Figure 1. Selected gate families.
Scale: 10 px per um.
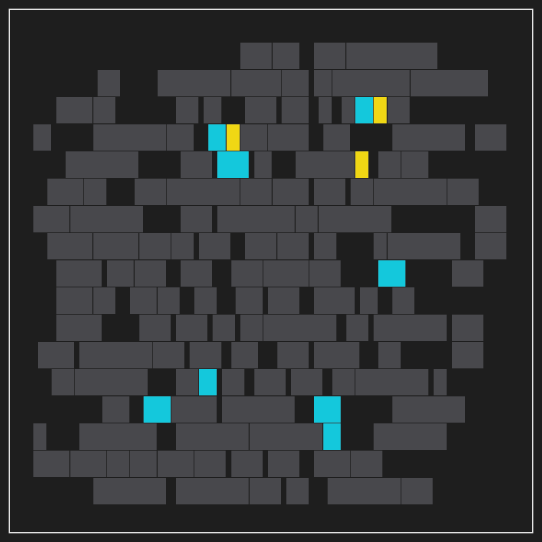
Figure 2. Met3 routing.
Scale: 6 px per um.
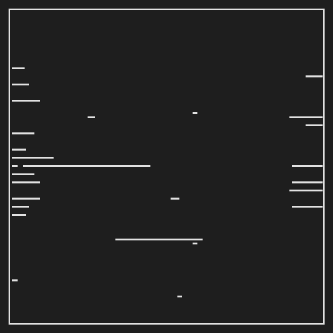
## src/rtl/core_pkg.sv

```systemverilog
`default_nettype none
// ============================================================================
// Module      : core_pkg
// Description : Shared types and constants for the integer-core hazard logic:
//               scoreboard entry layout, forward-select encoding and the
//               parameter legality check used at elaboration.
// Revision    : 1.0  initial release
// ============================================================================
package core_pkg;

    // Scoreboard rd field is sized for the widest supported register index;
    // narrower cores zero-extend into it.
    localparam int c_sb_rd_w = 8;

    // Forward select value meaning "take the operand from the register file".
    localparam int FWD_RF = 0;

    typedef struct packed {
        logic                 valid;
        logic [c_sb_rd_w-1:0] rd;
        logic                 we;
        logic                 load;
    } sb_entry_t;

    // True when the hazard controller parameter set is supported.
    function automatic bit hazard_params_ok(
        input int reg_aw,
        input int depth,
        input int load_stage,
        input int flush_depth
    );
        return (reg_aw >= 1) && (reg_aw <= c_sb_rd_w) &&
               (depth >= 2) && (depth <= 8) &&
               (load_stage >= 2) && (load_stage <= depth) &&
               (flush_depth >= 1) && (flush_depth <= 4);
    endfunction

endpackage
`default_nettype wire

```

## src/rtl/hazard_match.sv

```systemverilog
`default_nettype none
// ============================================================================
// Module      : hazard_match
// Description : Combinational youngest-producer search for one source operand
//               over the in-flight scoreboard entries S1..S(DEPTH-1).
// Revision    : 1.0  initial release
// ============================================================================
module hazard_match
    import core_pkg::*;
#(
    parameter int REG_AW = 5,
    parameter int DEPTH  = 3,
    parameter int SW     = 2
) (
    input  sb_entry_t [DEPTH-1:1] sb,
    input  logic [REG_AW-1:0]     rs,
    input  logic                  rs_used,
    output logic                  hit,
    output logic [SW-1:0]         stage,
    output logic                  is_load
);

    // Walk from oldest to youngest so the youngest matching producer is the
    // last one written and therefore wins.
    always_comb begin
        hit     = 1'b0;
        stage   = '0;
        is_load = 1'b0;
        for (int k = DEPTH - 1; k >= 1; k--) begin
            if (rs_used && (rs != '0) && sb[k].valid && sb[k].we &&
                (sb[k].rd == c_sb_rd_w'(rs))) begin
                hit     = 1'b1;
                stage   = SW'(k);
                is_load = sb[k].load;
            end
        end
    end

endmodule
`default_nettype wire

```

## src/rtl/hazard_ctrl.sv

```systemverilog
`default_nettype none
// ============================================================================
// Module      : hazard_ctrl
// Description : Pipeline hazard controller. Tracks in-flight destinations,
//               generates operand bypass selects, load-use stalls, branch
//               squash and register-file writeback enables.
// Revision    : 1.0  initial release
// ============================================================================
module hazard_ctrl
    import core_pkg::*;
#(
    parameter int REG_AW      = 5,
    parameter int DEPTH       = 3,
    parameter int LOAD_STAGE  = 2,
    parameter int FLUSH_DEPTH = 2
) (
    input  logic                         clk,
    input  logic                         rst,
    input  logic                         issue_valid,
    input  logic [REG_AW-1:0]            issue_rs1,
    input  logic [REG_AW-1:0]            issue_rs2,
    input  logic                         issue_rs1_used,
    input  logic                         issue_rs2_used,
    input  logic [REG_AW-1:0]            issue_rd,
    input  logic                         issue_rd_we,
    input  logic                         issue_is_load,
    input  logic                         branch_taken,
    output logic                         issue_ready,
    output logic                         issue_kill,
    output logic                         s1_valid,
    output logic [$clog2(DEPTH+1)-1:0]   fwd_sel1,
    output logic [$clog2(DEPTH+1)-1:0]   fwd_sel2,
    output logic                         wb_we,
    output logic [REG_AW-1:0]            wb_rd
);

    localparam int c_sw   = $clog2(DEPTH + 1);
    localparam int c_sq_w = 2;
    // A load producer matched at stage k stalls while k < LOAD_STAGE-1.
    localparam logic [c_sw-1:0] c_lu_limit = c_sw'(LOAD_STAGE - 1);

    if (!hazard_params_ok(REG_AW, DEPTH, LOAD_STAGE, FLUSH_DEPTH)) begin : g_param_check
        $error("hazard_ctrl: illegal parameter combination");
    end

    // Entries S1..S(DEPTH-1); the S_DEPTH entry lives in the writeback registers.
    sb_entry_t [DEPTH-1:1] r_sb;
    logic [c_sw-1:0]       r_fwd1;
    logic [c_sw-1:0]       r_fwd2;
    logic                  r_wb_we;
    logic [REG_AW-1:0]     r_wb_rd;
    logic [c_sq_w-1:0]     r_sq_cnt;

    logic                  w_hit1;
    logic                  w_hit2;
    logic                  w_ld1;
    logic                  w_ld2;
    logic [c_sw-1:0]       w_stage1;
    logic [c_sw-1:0]       w_stage2;
    logic                  w_kill;
    logic                  w_lu_stall;
    logic                  w_accept;
    sb_entry_t             w_new;

    hazard_match #(
        .REG_AW (REG_AW),
        .DEPTH  (DEPTH),
        .SW     (c_sw)
    ) u_match_rs1 (
        .sb      (r_sb),
        .rs      (issue_rs1),
        .rs_used (issue_rs1_used),
        .hit     (w_hit1),
        .stage   (w_stage1),
        .is_load (w_ld1)
    );

    hazard_match #(
        .REG_AW (REG_AW),
        .DEPTH  (DEPTH),
        .SW     (c_sw)
    ) u_match_rs2 (
        .sb      (r_sb),
        .rs      (issue_rs2),
        .rs_used (issue_rs2_used),
        .hit     (w_hit2),
        .stage   (w_stage2),
        .is_load (w_ld2)
    );

    // Kill takes priority over a load-use stall; reset forces ready and no kill.
    always_comb begin
        w_kill     = ~rst & (branch_taken | (r_sq_cnt != '0));
        w_lu_stall = ~rst & issue_valid & ~w_kill &
                     ((w_hit1 & w_ld1 & (w_stage1 < c_lu_limit)) |
                      (w_hit2 & w_ld2 & (w_stage2 < c_lu_limit)));
        w_accept   = issue_valid & ~w_lu_stall & ~w_kill;
        w_new      = '0;
        if (w_accept) begin
            w_new.valid = 1'b1;
            w_new.rd    = c_sb_rd_w'(issue_rd);
            w_new.we    = issue_rd_we;
            w_new.load  = issue_is_load;
        end
    end

    assign issue_ready = ~w_lu_stall;
    assign issue_kill  = w_kill;

    // Scoreboard shift, bypass selects and writeback registers.
    always_ff @(posedge clk) begin
        if (rst) begin
            r_sb    <= '0;
            r_fwd1  <= c_sw'(FWD_RF);
            r_fwd2  <= c_sw'(FWD_RF);
            r_wb_we <= 1'b0;
            r_wb_rd <= '0;
        end else begin
            r_sb[1] <= w_new;
            for (int k = 2; k <= DEPTH - 1; k++) begin
                r_sb[k] <= r_sb[k-1];
            end
            // Producer seen at stage k sits one stage further on when the
            // consumer reaches S1.
            r_fwd1  <= (w_accept && w_hit1) ? (w_stage1 + c_sw'(1)) : c_sw'(FWD_RF);
            r_fwd2  <= (w_accept && w_hit2) ? (w_stage2 + c_sw'(1)) : c_sw'(FWD_RF);
            r_wb_we <= r_sb[DEPTH-1].valid & r_sb[DEPTH-1].we & (r_sb[DEPTH-1].rd != '0);
            r_wb_rd <= r_sb[DEPTH-1].rd[REG_AW-1:0];
        end
    end

    // Squash counter: a taken branch (re)loads it, otherwise it drains to zero.
    always_ff @(posedge clk) begin
        if (rst) begin
            r_sq_cnt <= '0;
        end else if (branch_taken) begin
            r_sq_cnt <= c_sq_w'(FLUSH_DEPTH - 1);
        end else if (r_sq_cnt != '0) begin
            r_sq_cnt <= r_sq_cnt - c_sq_w'(1);
        end
    end

    assign s1_valid = r_sb[1].valid;
    assign fwd_sel1 = r_fwd1;
    assign fwd_sel2 = r_fwd2;
    assign wb_we    = r_wb_we;
    assign wb_rd    = r_wb_rd;

endmodule
`default_nettype wire

```

## config.mk

```make
export PLATFORM = sky130hd
export DESIGN_NAME = hazard_ctrl
export DESIGN_NICKNAME = d
export VERILOG_FILES = /design/src/rtl/core_pkg.sv /design/src/rtl/hazard_match.sv /design/src/rtl/hazard_ctrl.sv
export SDC_FILE = /design/constraint.sdc
export NUM_CORES = 1
export LEC_CHECK = 0
export CAP_MARGIN = 10
export CORE_MARGIN = 2
export CORE_UTILIZATION = 45
export CTS_CLUSTER_DIAMETER = 100
export DETAILED_ROUTE_END_ITERATION = 7
export PLACE_DENSITY = 0.78
export SETUP_SLACK_MARGIN = 0.4
export SYNTH_ARGS = -nofsm -noshare
export SYNTH_HDL_FRONTEND = slang
export SYNTH_SLANG_ARGS = --single-unit
```

## constraint.sdc

```tcl
create_clock -name clk -period 2.3 [get_ports clk]
set_clock_uncertainty 0.1 [all_clocks]
set_input_delay 0.69 -clock clk [delete_from_list [all_inputs] [get_ports clk]]
set_output_delay 0.69 -clock clk [all_outputs]
set_load 0.005 [all_outputs]
```

==> results.txt <==
Synthesis and PnR results.

- The run finished with clean final reports.
- According to the Yosys statistics, the synthesized design has a chip area of between 0.001 and 0.0015 mm2.
- The net count after synthesis is 124.
- Per the timing report, the biggest fanout along the worst path comes to 4.
- The setup slack of the critical path after layout reads 0.404 ns.
- On the final layout, the worst hold slack is around 0.42 ns.
- The path with the worst hold slack has its endpoint at r_sb[12].
- The number of I/O pins is 36.
- Walking the worst path, the cells encountered are inv_2, ha_4, a21oi_2, buf_2.
- The tally of buffers added on design ports is 33.
- The via count of the first global-routing pass is 805.
- The OpenROAD warning count reads 29.
- The critical path's largest stage delay reads between 0.3 and 0.4 ns.
- The most common cell after layout, fill and taps aside is dfxtp_1.
- The detail route stage leaves a number of antenna-violating nets equal to 0.
- The width of the die is 52.2 um.
- The share of cells above drive strength 1 reads a little over a fifth.
- The initial core utilization reads a little under half.
- The maximum number of pins on one net before global-route repair is 17.
- The power dissipated by switching net loads reads 0.000190 W.
- The number of gates resized after cts reads 32.
- The average cell area after synthesis is ~10 um2.
- The number of max-cap violations is 0.
- The power of the sequential group is approximately 0.00047 W.
- The number of flip-flops in the largest register reads 13.
- The number of standard cells after synthesis reads about 100.
- The number of library cell types mapped by synthesis is 24.
- The count of buffer and inverter cells on the critical path is 2.
- The cell at the root of the clock tree is clkbuf_4.
- The critical path startpoint category reads a flop.
- In the final layout, the clock buffer count is 4.
- The count of non-CTS inverters in the layout reads 3.
- The area of all sequential standard cells reads around 530 um2.
- Setup repair after global routing could not meet its margin everywhere.
- The flow measured a signed area growth from synthesis to layout of 44.0%.
- The top cell family by delay on the critical path reads flip-flops.
- The detailed-route wire length per cell is roughly 13 um.
- The critical path endpoint category is an output port.
- The number of nets in the layout is 168.
- The all-layer global routing usage reads between 10% and 20%.
- Ranked by flip-flop count, first place goes to r_sb.
- The vertical die dimension is 52.2 um.
- The final timing report lists a hold violation count of 0.
- The final worst-path cycle share reads roughly 82%.
- Adding up every negative setup slack in the final design gives 0 ns.
- The detailed-routing iteration count for the pre-antenna-repair pass reads 4.
- The combinational group share of total power reads ~16%.
- The total of flip-flops plus latches after synthesis reads 26.
- The class of the tightest hold or removal check reads reg2reg.
- The number of buffers inserted to repair setup after CTS is 2.
- The placement summary gives the final routability congestion estimate as around 0.8.
- In this build the clock could be raised as far as between 500 and 600 MHz.
- The power in the clock group is between 0.0002 and 0.00025 W.
- The first global-routing pass estimated roughly 3.4 mm of wire.
- By instance count after routing, the leading logic cell types are dfxtp_1 (22), dlygate4sd2_1 (16), nor2b_1 (12).
- The placed cell count is around 160.
- The total of fill cells in the finished design reads roughly 190.
- For this design, the sink count on the clock tree is 26.
- The floorplan row count reads 17.
- In this run the critical register-to-register path is captured at fwd_sel1[0].
- The hold buffer count at cts is 0.
- Global routing finished with a remaining overflow of 0.
- After layout the signal buffers, clock cells excluded, come to ~25% of cell area.
- The detailed-route DRC error count reads 0.
- The count of flip-flops and latches reads 26.
- The cell-internal power is 0.000632 W.
- The fraction of power consumed by the clock network is around 28%.
- The H-tree depth reported by CTS is 1.
- Sequential cells were found to cover about half of the synthesized design area.
- The area of the mapped netlist reads roughly 0.0010 mm2.
- The total power is between 0.0008 and 0.0009 W.
- For the worst-skew pair, the clock arrives at the later sink with an insertion delay of between 0.3 and 0.4 ns.
- The full die area reads between 0.002 and 0.003 mm2.
- The relative contribution of sequential cells to total power reads 56.9%.
- The longest clock path from root to sink contains 2 buffers.
- The area used by multi-input combinational logic reads between 500 and 600 um2.
- The post-placement cell area reads about 0.0014 mm2.
- The initial antenna violation count reads 0.
- The count of instantiated cells in the yosys netlist reads ~100.
- The shortest clock period the worst path allows after layout reads approximately 1.9 ns.
Back to the opening pictures, Figure 1:
yellow -> inverters  # cells 3, most used inv_2
cyan -> inverting AOI/OAI gates  # cells 8, most used a21oi_1
Post-Layout Cell Count: 171
fraction of standard cell area in multi-input logic: 34.8%

Back to the opening pictures, Figure 2:
nets with wire on the layer = 24
share of all routed wire = 5.0%
longest straight run = 20.9 um
met3 usage in global routing: 3.43%
wire length after detailed routing: 2.16 mm
Vias: 823

## worst reg2reg max path: cells and delay by family, from the launching register on
family | cells | cell delay [ns]
adder cells (fa/ha/maj) | 1 | 0.16
AND-OR/OR-AND | 1 | 0.19
flip-flops | 1 | 0.35
AND/OR/NAND/NOR | 3 | 0.54
buffers and inverters | 1 | 0.06
## metal layers
layer | share of wire [%] | global-route usage, %
met4 | 2.5 | 11.5
met2 | 50 | 28.7
met3 | 5.0 | 3.43
met5 | 0 | 0
met1 | 43 | 20.4
## how the worst max path moves through the flow
stage | startpoint | to | slack (ns) | depth (start not counted)
after floorplan | rst | issue_kill | 0.43 | 3
after global placement | branch_taken | issue_kill | -0.34 | 4
after detailed placement | branch_taken | issue_kill | -0.36 | 4
after CTS | r_sq_cnt[0] | issue_kill | 0.35 | 4
after global routing | r_sq_cnt[0] | issue_kill | 0.36 | 4
final | r_sq_cnt[0] | issue_kill | 0.40 | 4
## Yosys cell counts (all sizes together)
cell,count,area (um2)
xnor2,10,87.6
or3,2,17.5
clkbuf,2,8.75
nor2,2,7.51
nor4,2,12.5
a21oi,5,25.0
nand2,2,7.51
a211oi,1,7.51
nor3,3,26.3
buf,1,7.51
or4,2,15.0
ha,1,12.5
o211ai,2,15.0
dfxtp,26,521
nor3b,2,25.0
and2,6,37.5
xor2,11,96.3
inv,3,11.3
conb,1,3.75
nor2b,12,75.1
nand4,4,25.0
## kinds of logic (layout without fill, tap and decap cells)
group | count (synthesis) | in the layout | share of synthesized area, %
flip-flops | 26 | 26 | 49.8
AND-OR/OR-AND | 8 | 8 | 4.55
adder cells (fa/ha/maj) | 1 | 1 | 1.20
XOR/XNOR | 21 | 21 | 17.6
other | 1 | 1 | 0.359
AND/OR/NAND/NOR | 37 | 37 | 23.8
buffers and inverters | 6 | 49 | 2.63
Power is estimated from default activity; no workload was simulated.
